Run 1, placement view:
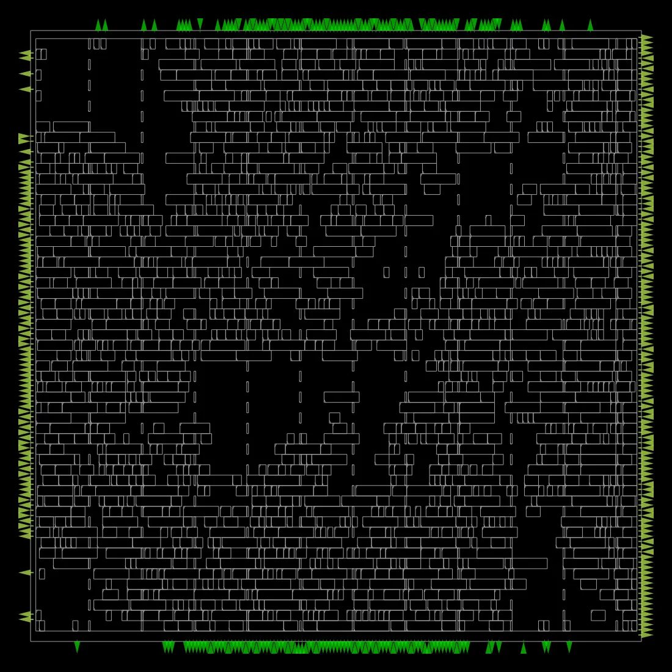
Run 1, routed metal, one colour a layer:
Drawn at 2 px/um. Two of the layers only.
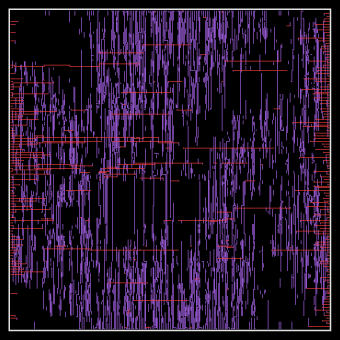
Run 1, routed metal per tile:
Drawn at 1.5 px/um. The die is cut into 32 by 32 equal tiles; dark purple is low, yellow is high, scaled to the fullest tile. Values are wire area over tile area, all layers added.
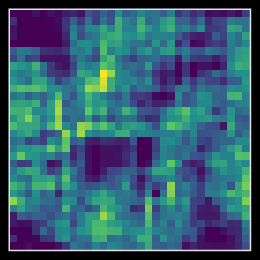
Run 1, close-up of the layout:
Window x 65 to 95, y 65 to 95 um. Cells in grey, sequential cells in the stronger grey; small squares are vias.
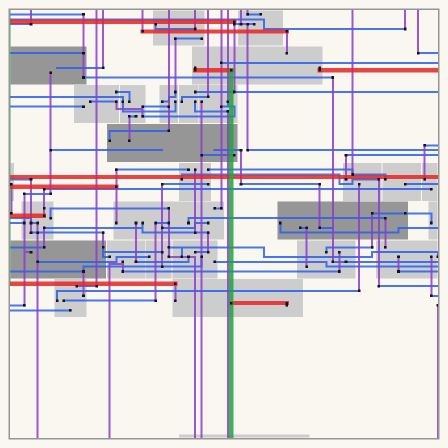
## src/rtl/fetch_pkg.sv

```systemverilog
// ---------------------------------------------------------------------------
// fetch_pkg
// Shared types and constants for the instruction fetch stage.
//   fetch_state_t : fetch controller state (FETCH, MISS, FAULT)
//   XLEN          : architectural address width
//   ILEN          : instruction word width
//   NOP_INSTR     : canonical RISC-V NOP (addi x0, x0, 0)
// ---------------------------------------------------------------------------
package fetch_pkg;

    localparam int XLEN = 64;
    localparam int ILEN = 32;
    localparam logic [ILEN-1:0] NOP_INSTR = 32'h0000_0013;

    typedef enum logic [1:0] {
        FETCH = 2'd0,
        MISS  = 2'd1,
        FAULT = 2'd2
    } fetch_state_t;

endpackage

```

## src/rtl/fetch_perf_counters.sv

```systemverilog
// ---------------------------------------------------------------------------
// fetch_perf_counters
// Free-running 32-bit event counters for the fetch stage. Both wrap at 2^32.
// Ports:
//   clk, rst_n     : clock, asynchronous active-low reset
//   fetch_inc      : an instruction was loaded into the decode register
//   miss_inc       : the fetch controller spent this cycle in MISS
//   fetches        : count of fetch_inc cycles
//   miss_cycles    : count of miss_inc cycles
// ---------------------------------------------------------------------------
module fetch_perf_counters (
    input  logic        clk,
    input  logic        rst_n,
    input  logic        fetch_inc,
    input  logic        miss_inc,
    output logic [31:0] fetches,
    output logic [31:0] miss_cycles
);

    always_ff @(posedge clk or negedge rst_n) begin
        if (!rst_n) begin
            fetches     <= '0;
            miss_cycles <= '0;
        end else begin
            if (fetch_inc) fetches     <= fetches + 32'd1;
            if (miss_inc)  miss_cycles <= miss_cycles + 32'd1;
        end
    end

endmodule

```

## src/rtl/instruction_fetch.sv

```systemverilog
// ---------------------------------------------------------------------------
// instruction_fetch
// Fetch stage: owns the PC, looks it up in the instruction cache, requests
// page refills on a miss, applies branch/jump redirects and hands
// {pc, instruction} pairs to decode over a valid/ready handshake.
//
// Optional build macro: FETCH_PERF_EN
//   defined   : perf_fetches / perf_miss_cycles are live 32-bit counters
//   undefined : both perf ports are tied to zero, no counter flops
//
// Ports:
//   clk, rst_n        : clock, asynchronous active-low reset
//   icache_pc         : current PC presented to the cache
//   icache_r          : cache hit for icache_pc (same cycle)
//   icache_instr      : instruction word at icache_pc
//   refill_req        : page refill request (level, high while in MISS)
//   refill_addr       : page number being refilled (pc[63:PAGE_BITS])
//   refill_done       : one-cycle pulse, page now resident
//   redirect_valid/pc : redirect request and target
//   dec_valid/ready   : decode handshake
//   dec_pc/dec_instr  : instruction handed to decode and its PC
//   fetch_fault       : misaligned redirect target, sticky until next redirect
//   perf_fetches      : instructions delivered
//   perf_miss_cycles  : cycles spent in MISS
// ---------------------------------------------------------------------------
module instruction_fetch
    import fetch_pkg::*;
#(
    parameter logic [63:0] RESET_PC  = 64'h0,
    parameter int          PAGE_BITS = 12
) (
    input  logic                      clk,
    input  logic                      rst_n,
    output logic [XLEN-1:0]           icache_pc,
    input  logic                      icache_r,
    input  logic [ILEN-1:0]           icache_instr,
    output logic                      refill_req,
    output logic [XLEN-PAGE_BITS-1:0] refill_addr,
    input  logic                      refill_done,
    input  logic                      redirect_valid,
    input  logic [XLEN-1:0]           redirect_pc,
    output logic                      dec_valid,
    input  logic                      dec_ready,
    output logic [XLEN-1:0]           dec_pc,
    output logic [ILEN-1:0]           dec_instr,
    output logic                      fetch_fault,
    output logic [31:0]               perf_fetches,
    output logic [31:0]               perf_miss_cycles
);

    fetch_state_t              state_q, state_n;
    logic [XLEN-1:0]           pc_p0, pc_n;
    logic                      vld_p1, vld_n;
    logic [XLEN-1:0]           dec_pc_p1, dec_pc_n;
    logic [ILEN-1:0]           dec_instr_p1, dec_instr_n;
    logic [XLEN-PAGE_BITS-1:0] refill_addr_q, refill_addr_n;
    logic                      fault_q, fault_n;
    // A misaligned redirect taken while a refill is outstanding; the move to
    // FAULT is deferred until the refill completes.
    logic                      fault_pend_q, fault_pend_n;
    logic                      slot_free;

    assign slot_free = !vld_p1 || dec_ready;

    // Stage 0 -> stage 1 boundary: PC register feeds the cache, decode
    // register captures the hit.
    always_ff @(posedge clk or negedge rst_n) begin
        if (!rst_n) begin
            state_q       <= FETCH;
            pc_p0         <= RESET_PC;
            vld_p1        <= 1'b0;
            dec_pc_p1     <= '0;
            dec_instr_p1  <= NOP_INSTR;
            refill_addr_q <= '0;
            fault_q       <= 1'b0;
            fault_pend_q  <= 1'b0;
        end else begin
            state_q       <= state_n;
            pc_p0         <= pc_n;
            vld_p1        <= vld_n;
            dec_pc_p1     <= dec_pc_n;
            dec_instr_p1  <= dec_instr_n;
            refill_addr_q <= refill_addr_n;
            fault_q       <= fault_n;
            fault_pend_q  <= fault_pend_n;
        end
    end

    always_comb begin
        state_n       = state_q;
        pc_n          = pc_p0;
        vld_n         = vld_p1;
        dec_pc_n      = dec_pc_p1;
        dec_instr_n   = dec_instr_p1;
        refill_addr_n = refill_addr_q;
        fault_n       = fault_q;
        fault_pend_n  = fault_pend_q;

        if (redirect_valid) begin
            // Redirect wins over everything; any handshake this cycle is
            // dropped and an outstanding refill keeps running to completion.
            pc_n  = redirect_pc;
            vld_n = 1'b0;
            if (redirect_pc[1:0] != 2'b00) begin
                fault_n = 1'b1;
                if (state_q == MISS && !refill_done) begin
                    state_n      = MISS;
                    fault_pend_n = 1'b1;
                end else begin
                    state_n      = FAULT;
                    fault_pend_n = 1'b0;
                end
            end else begin
                fault_n      = 1'b0;
                fault_pend_n = 1'b0;
                state_n      = (state_q == MISS && !refill_done) ? MISS : FETCH;
            end
        end else begin
            unique case (state_q)
                FETCH: begin
                    if (icache_r) begin
                        if (slot_free) begin
                            vld_n       = 1'b1;
                            dec_pc_n    = pc_p0;
                            dec_instr_n = icache_instr;
                            pc_n        = pc_p0 + 64'd4;
                        end
                    end else begin
                        refill_addr_n = pc_p0[XLEN-1:PAGE_BITS];
                        state_n       = MISS;
                        if (slot_free) vld_n = 1'b0;
                    end
                end
                MISS: begin
                    if (slot_free) vld_n = 1'b0;
                    if (refill_done) begin
                        state_n      = fault_pend_q ? FAULT : FETCH;
                        fault_pend_n = 1'b0;
                    end
                end
                FAULT: begin
                    if (slot_free) vld_n = 1'b0;
                end
                default: begin
                    state_n = FETCH;
                end
            endcase
        end
    end

    assign icache_pc   = pc_p0;
    // Derived from state so an asynchronous reset drops it at once.
    assign refill_req  = (state_q == MISS);
    assign refill_addr = refill_addr_q;
    assign dec_valid   = vld_p1;
    assign dec_pc      = dec_pc_p1;
    assign dec_instr   = dec_instr_p1;
    assign fetch_fault = fault_q;

`ifdef FETCH_PERF_EN
    logic fetch_load;
    assign fetch_load = (state_q == FETCH) && !redirect_valid && icache_r && slot_free;

    fetch_perf_counters u_perf (
        .clk         (clk),
        .rst_n       (rst_n),
        .fetch_inc   (fetch_load),
        .miss_inc    (state_q == MISS),
        .fetches     (perf_fetches),
        .miss_cycles (perf_miss_cycles)
    );
`else
    assign perf_fetches     = '0;
    assign perf_miss_cycles = '0;
`endif

endmodule

```

## config.mk

```make
export PLATFORM = sky130hd
export DESIGN_NAME = instruction_fetch
export DESIGN_NICKNAME = d
export VERILOG_FILES = /design/src/rtl/fetch_pkg.sv /design/src/rtl/fetch_perf_counters.sv /design/src/rtl/instruction_fetch.sv
export SDC_FILE = /design/constraint.sdc
export NUM_CORES = 1
export LEC_CHECK = 0
export CAP_MARGIN = 20
export CORE_UTILIZATION = 40
export CTS_CLUSTER_SIZE = 12
export DETAILED_ROUTE_END_ITERATION = 8
export PLACE_DENSITY = 0.78
export REMOVE_ABC_BUFFERS = 1
export SLEW_MARGIN = 20
export SYNTH_ARGS = -nofsm -noshare
export SYNTH_HDL_FRONTEND = slang
export SYNTH_HIERARCHICAL = 1
export SYNTH_SLANG_ARGS = --single-unit
```

## constraint.sdc

```tcl
create_clock -name clk -period 2.2 [get_ports clk]
set_input_delay 0.33 -clock clk [delete_from_list [all_inputs] [get_ports clk]]
set_output_delay 0.33 -clock clk [all_outputs]
set_load 0.01 [all_outputs]
```

==> results.json, run 1 <==
{
  "ys_cells": 1039,
  "layout_setup_ws_ps": 97.26,
  "die_h_um": 159.9,
  "dp_worst_setup_slack_ps": -152.0,
  "finish.net_count": 1542,
  "cpPeakStageDelay_ps": 370,
  "power.density_cell_area_nw_per_um2": 1102,
  "post_synth_num_cell_types": 44,
  "floorplan.die.width_um": 159.9,
  "detail_route.drc_violations": 0,
  "synth-main-ff-cell": "dfrtp_1",
  "layout_min_cycle_time_ps": 2103,
  "detail_route.first_pass.iterations": 5,
  "synth.ff_latch_count": 217,
  "share_of_post_route_cells_with_drive_strength_above_1_pct": 16.44,
  "log.warning_count": 27,
  "buf_share_pct": 27.45,
  "r2r-start": "icache_pc[8]",
  "seqCellArea_sq_um": 5434,
  "highest_net_fanout_along_the_worst_path": 6,
  "synth.cell_area_sq_um": 9971,
  "inverters_excl_clock": 12,
  "clockBufferCount": 35,
  "seq-cell-share_pct": 36.43,
  "synth-async-reset-ratio_pct": 100.0,
  "synth_largest_type_area_fraction_pct": 53.71,
  "global_route_wire_length_before_repair_um": 47190,
  "synthTopCellsByArea": "dfrtp_1 (54%), nand2_1 (13%), mux2_2 (6.7%)",
  "clkLatencyLatePin_ps": 520,
  "cts_inserted_buffers": 24,
  "cts_num_sinks": 217,
  "min_period_over_period_pct": 95.58,
  "post-place-cells": 1730,
  "postPlaceCellArea_sq_um": 14020,
  "multiInputGateArea_sq_um": 4194,
  "cpLargestDelayFamily": "simple AND/OR/NAND/NOR gates",
  "grt_antenna_before_repair": 0,
  "h-tree-depth": 1,
  "max_freq_ghz": 0.4756,
  "outcome": "finished, final reports clean",
  "arrival_ps": 2510,
  "root_buffer": "clkbuf_16",
  "final-max-slew-violation-count": 0,
  "maxCapViolCount": 0,
  "clock_path_buffers": 3,
  "worst_hold_startpoint": "redirect_valid",
  "detailedPlacementHpwl_um": 22020,
  "combAreaFraction_pct": 28.12,
  "port-buffer-count": 316,
  "floorplan.rows": 57,
  "synth_area_per_inst_sq_um": 9.597,
  "final-clk-cell-share_pct": 4.982,
  "total_power_uw": 16440,
  "report.final.setup_viol": 0,
  "r2r_setup_slack_ps": 100,
  "avgViaCountPerCell": 4.874,
  "top_area_cell_class": "sequential cells",
  "enable_flop_cells": 0,
  "path_class": "reg -> reg",
  "dieArea_sq_um": 25560,
  "r2r-end": "icache_pc[49]",
  "layoutNonFillerInstCount": 1772,
  "core_util_floorplan_pct": 40.88,
  "yosys_warnings": 6,
  "cp_buf_inv_count": 2,
  "initialDrtViolationCount": 433,
  "buffers_excl_clock": 423,
  "final.hold.worst_slack_ps": 109.3,
  "timing_hold_violations_final": 0,
  "largest_area_cell": "dfrtp_1",
  "synthesis.instances": 1039,
  "share_of_synthesized_area_occupied_by_flip_flops_and_latches_pct": 54.50,
  "resized_after_cts": 4,
  "required_ps": 2610,
  "number_of_stages_on_the_worst_hold_path": 2,
  "globalRoute.totalOverflow": 0,
  "floorplan.io_pins": 381,
  "antennaDiodeCount": 0,
  "grt_start_max_net_pins": 73,
  "ys_chip_area_sq_um": 9971,
  "cts_hold_buffers": 1,
  "num-fill-cells": 2001,
  "finClkSkew_ps": 20.39,
  "core_occupancy_in_the_finished_layout_pct": 61.16,
  "most-common-layout-cells": "nand2_1 (356), clkdlybuf4s50_1 (313), dfrtp_1 (214)",
  "rr_worst_depth": 8,
  "syn2layout_area_growth_pct": 49.60,
  "tritoncts_clock_tree": "yes",
  "worstSetupStartpointType": "register",
  "vdd.ir_drop.worst_mv": 0.8894,
  "gpl.final_weighted_congestion": 0.8397,
  "timing.critical_path.to_type": "register",
  "worst_setup_hold_path_clk_slew_ps": 60,
  "crit_chain": "nand4_1, buf_4, nor4_4, buf_4, nand4_4, nor3_1, xor2_1, mux2_2",
  "cp_common_cell": "buf_4",
  "comb_cells": 758,
  "setup_tns_ps": 0,
  "critical_path.slowest_cell": "dfrtp_1",
  "ant_nets": 0,
  "power.leakage_uw": 0.006680,
  "layout_top_cell": "nand2_1",
  "worst_hold_path.endpoint": "icache_pc[12]",
  "grt_pass1_vias": 8666,
  "timing.hold.worst.class": "in -> reg",
  "placeableCoreArea_sq_um": 24390,
  "postLayoutCellArea_sq_um": 14920,
  "post_cts_buffers": 0
}
Notes on 'placement view' above:
Seq Cell Count: 217
tapcell count: 324

Notes on 'routed metal, one colour a layer' above:
metal 2: in purple, wire length 14800 um. metal 3: in red, wire length 2040 um.

Notes on 'routed metal per tile' above:
24% of the tiles are over half the peak. The mean over all tiles is 0.19. The emptiest ninth of the die: top left. The fullest tile reaches 0.54. 6.1% of the tiles are nearly empty.
aggregate global-route resource usage: 23.17%
Avg WL per Cell: 16.83 um
via count: 8636
total length of routed wires: 29820 um

Notes on 'close-up of the layout' above:
metal 4: in green. metal 1: in blue. metal 2: in purple. metal 3: in red.
Netlist names of flops here include icache_pc (3), refill_addr (1). Most frequent: dfrtp_1 (4), buf_4 (4), nand4_1 (3). Sequential cells in the window: 4. 24 logic cells have their middle in the window.

[run 1: worst max-delay path by stage]
| stage | depth (start not counted) | slack (ps) | start | end |
|---|---|---|---|---|
| 2_1_floorplan | 5 | -1560 | state_q[0] | refill_addr[0] |
| 3_3_place_gp | 9 | -120 | icache_r | icache_pc[43] |
| 3_5_place_dp | 9 | -150 | icache_r | icache_pc[43] |
| 4_1_cts | 8 | 20 | icache_pc[37] | icache_pc[53] |
| 5_1_grt | 9 | -6 | icache_pc[8] | icache_pc[39] |
| 6_report | 8 | 100 | icache_pc[8] | icache_pc[49] |
[run 1: registers in the layout, indices dropped and copies added (netlist names)]
register      cells
dec_pc           64
icache_pc        64
refill_addr      52
dec_instr        32
state_q           2
dec_valid         1
fault_pend_q      1
fetch_fault       1
[run 1: synth_stat cells, types with 18 or more instances]
cell        n
nor2_1     30
o21ai_0    59
nand3_1    26
clkbuf_1   45
xor2_1     19
buf_4      64
xnor2_1    38
nand2_1   356
nor3_1     22
nand4_1    18
dfrtp_1   214
mux2_2     59
[run 1: routing by layer]
| metal | track usage (%) | wire length, um |
|---|---|---|
| met3 | 4.649 | 2035 |
| met1 | 28.98 | 12120 |
| met2 | 40.19 | 14810 |
| met4 | 7.403 | 853 |
| met5 | 0 | 0 |
[run 1: cell families after synthesis]
| group | synth area share [%] |
|---|---|
| compound gates | 4.003 |
| xor+xnor | 5.007 |
| fa+ha+maj | 0.5020 |
| buf+inv | 7.316 |
| flops | 54.50 |
| mux | 6.864 |
| other cells | 0.03761 |
| simple gates | 21.77 |
[run 1: power breakdown]
| group | internal [uW] | switching (uW) | leakage (uW) |
|---|---|---|---|
| clock | 2300 | 1550 | 0.000366 |
| combinational | 3620 | 2790 | 0.00364 |
| sequential | 5400 | 773 | 0.00268 |
Run 1, gate-type map:
Drawn at 2 px/um.
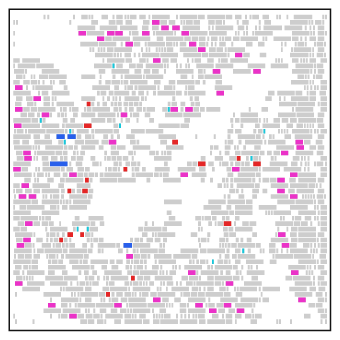

## Run 2: what changed since run 1
--- a/config.mk
+++ b/config.mk
@@ -11,6 +11,7 @@
 export DETAILED_ROUTE_END_ITERATION = 8
 export PLACE_DENSITY = 0.78
 export REMOVE_ABC_BUFFERS = 1
+export SETUP_SLACK_MARGIN = 0.15
 export SLEW_MARGIN = 20
 export SYNTH_ARGS = -nofsm -noshare
 export SYNTH_HDL_FRONTEND = slang
Run 2, gate-type map:
Drawn at 2 px/um.
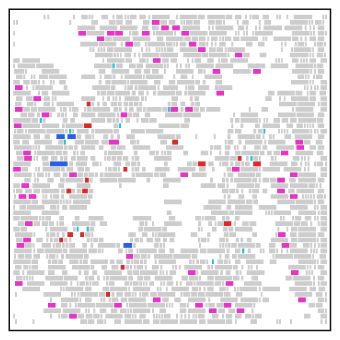
multiplexers: in magenta, cells 61, where spread over the die. adder and majority cells: in blue, cells 4, where left middle. AND and OR gates: in red, cells 16. inverters: in cyan, cells 12.
final cell count without fillers: 1787
fraction of standard cell area in multi-input logic: 28.39%

==> results.json, run 2 <==
{
  "synthesis.instances": 1039,
  "share_of_post_route_cells_with_drive_strength_above_1_pct": 18.11,
  "floorplan.io_pins": 381,
  "dieArea_sq_um": 25560,
  "power.leakage_uw": 0.006868,
  "antennaDiodeCount": 0,
  "layout_min_cycle_time_ps": 2033,
  "worst_hold_startpoint": "redirect_valid",
  "final-max-slew-violation-count": 0,
  "worst_setup_hold_path_clk_slew_ps": 60,
  "report.final.setup_viol": 0,
  "root_buffer": "clkbuf_16",
  "layout_setup_ws_ps": 167.5,
  "min_period_over_period_pct": 92.39,
  "timing.hold.worst.class": "in -> reg",
  "finish.net_count": 1557,
  "placeableCoreArea_sq_um": 24390,
  "grt_pass1_vias": 8684,
  "num-fill-cells": 1966,
  "yosys_warnings": 6,
  "post-place-cells": 1730,
  "clkLatencyLatePin_ps": 520,
  "synthTopCellsByCount": "nand2_1 (356), dfrtp_1 (214), buf_4 (64)",
  "cpLargestDelayFamily": "buffers and inverters",
  "core_util_floorplan_pct": 40.88,
  "die_h_um": 159.9,
  "globalRoute.totalOverflow": 0,
  "total_power_uw": 16520,
  "post_cts_buffers": 5,
  "r2r-end": "icache_pc[62]",
  "share_of_synthesized_area_occupied_by_flip_flops_and_latches_pct": 54.50,
  "floorplan.die.width_um": 159.9,
  "ys_cells": 1039,
  "power.share.clock_pct": 23.3,
  "vdd.ir_drop.worst_mv": 0.8962,
  "final.hold.worst_slack_ps": 110.1,
  "worst-path-stages": 3,
  "grt_start_max_net_pins": 73,
  "ys_chip_area_sq_um": 9971,
  "r2r_setup_slack_ps": 180,
  "worst_hold_path.endpoint": "icache_pc[12]",
  "required_ps": 1870,
  "dp_worst_setup_slack_ps": -152.0,
  "number_of_stages_on_the_worst_hold_path": 2,
  "cpPeakStageDelay_ps": 530,
  "h-tree-depth": 1,
  "layout_top_cell": "nand2_1",
  "highest_net_fanout_along_the_worst_path": 4,
  "synth_largest_type_area_fraction_pct": 53.71,
  "post_synth_num_cell_types": 44,
  "synthTopCellsByArea": "dfrtp_1 (54%), nand2_1 (13%), mux2_2 (6.7%)",
  "power_report.internal_total_uw": 11370,
  "seqCellArea_sq_um": 5436,
  "timing.critical_path.to_type": "output pin",
  "detailedPlacementHpwl_um": 22020,
  "floorplan.rows": 57,
  "timing_hold_violations_final": 0,
  "yosysMostFrequentCell": "nand2_1",
  "resized_after_cts": 26,
  "synth.ff_latch_count": 217,
  "crit_chain": "buf_4, buf_4, clkdlybuf4s50_1",
  "cts_inserted_buffers": 24,
  "grt_antenna_before_repair": 0,
  "synth-main-ff-cell": "dfrtp_1",
  "cp_buf_inv_count": 3,
  "maxCapViolCount": 0,
  "log.warning_count": 29,
  "synth-async-reset-ratio_pct": 100.0,
  "tritoncts_clock_tree": "yes",
  "power.density_cell_area_nw_per_um2": 1088,
  "detail_route.drc_violations": 0,
  "worstSetupStartpointType": "register",
  "most-common-layout-cells": "nand2_1 (355), clkdlybuf4s50_1 (313), dfrtp_1 (212)",
  "setup_tns_ps": 0,
  "cts_num_sinks": 217,
  "cp_common_cell": "buf_4",
  "largest_area_cell": "dfrtp_1",
  "clock_path_buffers": 3,
  "max_freq_ghz": 0.4920,
  "p_comb_share_pct": 39.3,
  "ant_nets": 0,
  "initialDrtViolationCount": 482,
  "enable_flop_cells": 0,
  "port-buffer-count": 316,
  "multiInputGateArea_sq_um": 4312,
  "switching_power_uw": 5155,
  "switching_share_pct": 31.20,
  "gpl.final_weighted_congestion": 0.8397,
  "pwr-share-seq_pct": 37.3,
  "finClkSkew_ps": 18.28,
  "arrival_ps": 1700,
  "global_route_wire_length_before_repair_um": 47310,
  "syn2layout_area_growth_pct": 52.32,
  "path_class": "reg -> out",
  "critical_path.slowest_cell": "clkdlybuf4s50_1",
  "avgViaCountPerCell": 4.892,
  "synth.cell_area_sq_um": 9971,
  "rr_worst_depth": 7,
  "r2r-start": "icache_pc[27]",
  "detail_route.first_pass.iterations": 5,
  "rsz0062_at_grt": "true",
  "cts_hold_buffers": 1,
  "synth_area_per_inst_sq_um": 9.597,
  "outcome": "finished, final reports clean"
}
Run 2, routed metal per tile:
Drawn at 1.5 px/um. The die is cut into 32 by 32 equal tiles; dark purple is low, yellow is high, scaled to the fullest tile. Values are wire area over tile area, all layers added.
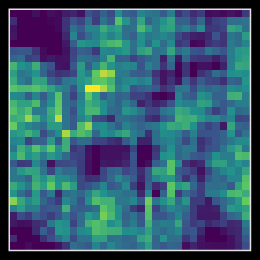
via count: 8742
Avg WL per Cell: 16.83 um
total length of routed wires: 30080 um
aggregate global-route resource usage: 23.22%

==> run 2: netlist changes by cell type in the layout (fill, tap and decap cells not counted), sizes merged <==
cell	change
buf	+15
==> run 2: kinds of logic after synthesis <==
logic type	count (synthesis)	share of synthesized area, %
other	1	0.03761
xor gates and xnor gates	57	5.007
muxes	61	6.864
AOI/OAI and AO/OA	76	4.003
buffers and inverters	127	7.316
and+or+nand+nor	496	21.77
DFF	217	54.50
adders and majority gates	4	0.5020
==> run 2: worst max-delay path by stage <==
stage,start,endpoint
2_1_floorplan,state_q[0],refill_addr[0]
3_3_place_gp,icache_r,icache_pc[43]
3_5_place_dp,icache_r,icache_pc[43]
4_1_cts,state_q[0],icache_pc[43]
5_1_grt,icache_pc[52],icache_pc[63]
6_report,icache_pc[42],icache_pc[42]
==> run 2: power groups by stage <==
stage          clock, uW  combinational [uW]  sequential, uW
2_1_floorplan          0                1740            6900
3_3_place_gp           0                6280            6160
3_5_place_dp           0                6410            6240
4_1_cts             3960                6470            6180
5_1_grt             4090                7000            6350
6_report            3850                6500            6170
==> run 2: layer usage <==
layer / up-vias / wire [um] / GRT usage, %
li1: 4089 / - / -
met1: 4267 / 12210 / 29.10
met2: 325 / 14960 / 40.31
met3: 61 / 2035 / 4.571
met4: 0 / 876 / 7.316
met5: - / 0 / 0
==> run 2: stage by stage <==
stage	utilization, %	area (sq um)
2_1_floorplan	-	9523
3_3_place_gp	57.47	14020
3_5_place_dp	57.47	14020
4_1_cts	61.18	14920
5_1_grt	62.27	15190
6_report	62.27	15190
==> run 2: layout make-up <==
type,instances,share of cell area (%)
multi-input cells,758,28.39
clock buffers,35,4.630
flip-flops and latches,217,35.80
inverters,12,0.2966
repair buffers,438,27.95
clock inverters,3,0.2636
well taps,324,2.669
Power is estimated from default activity; no workload was simulated.
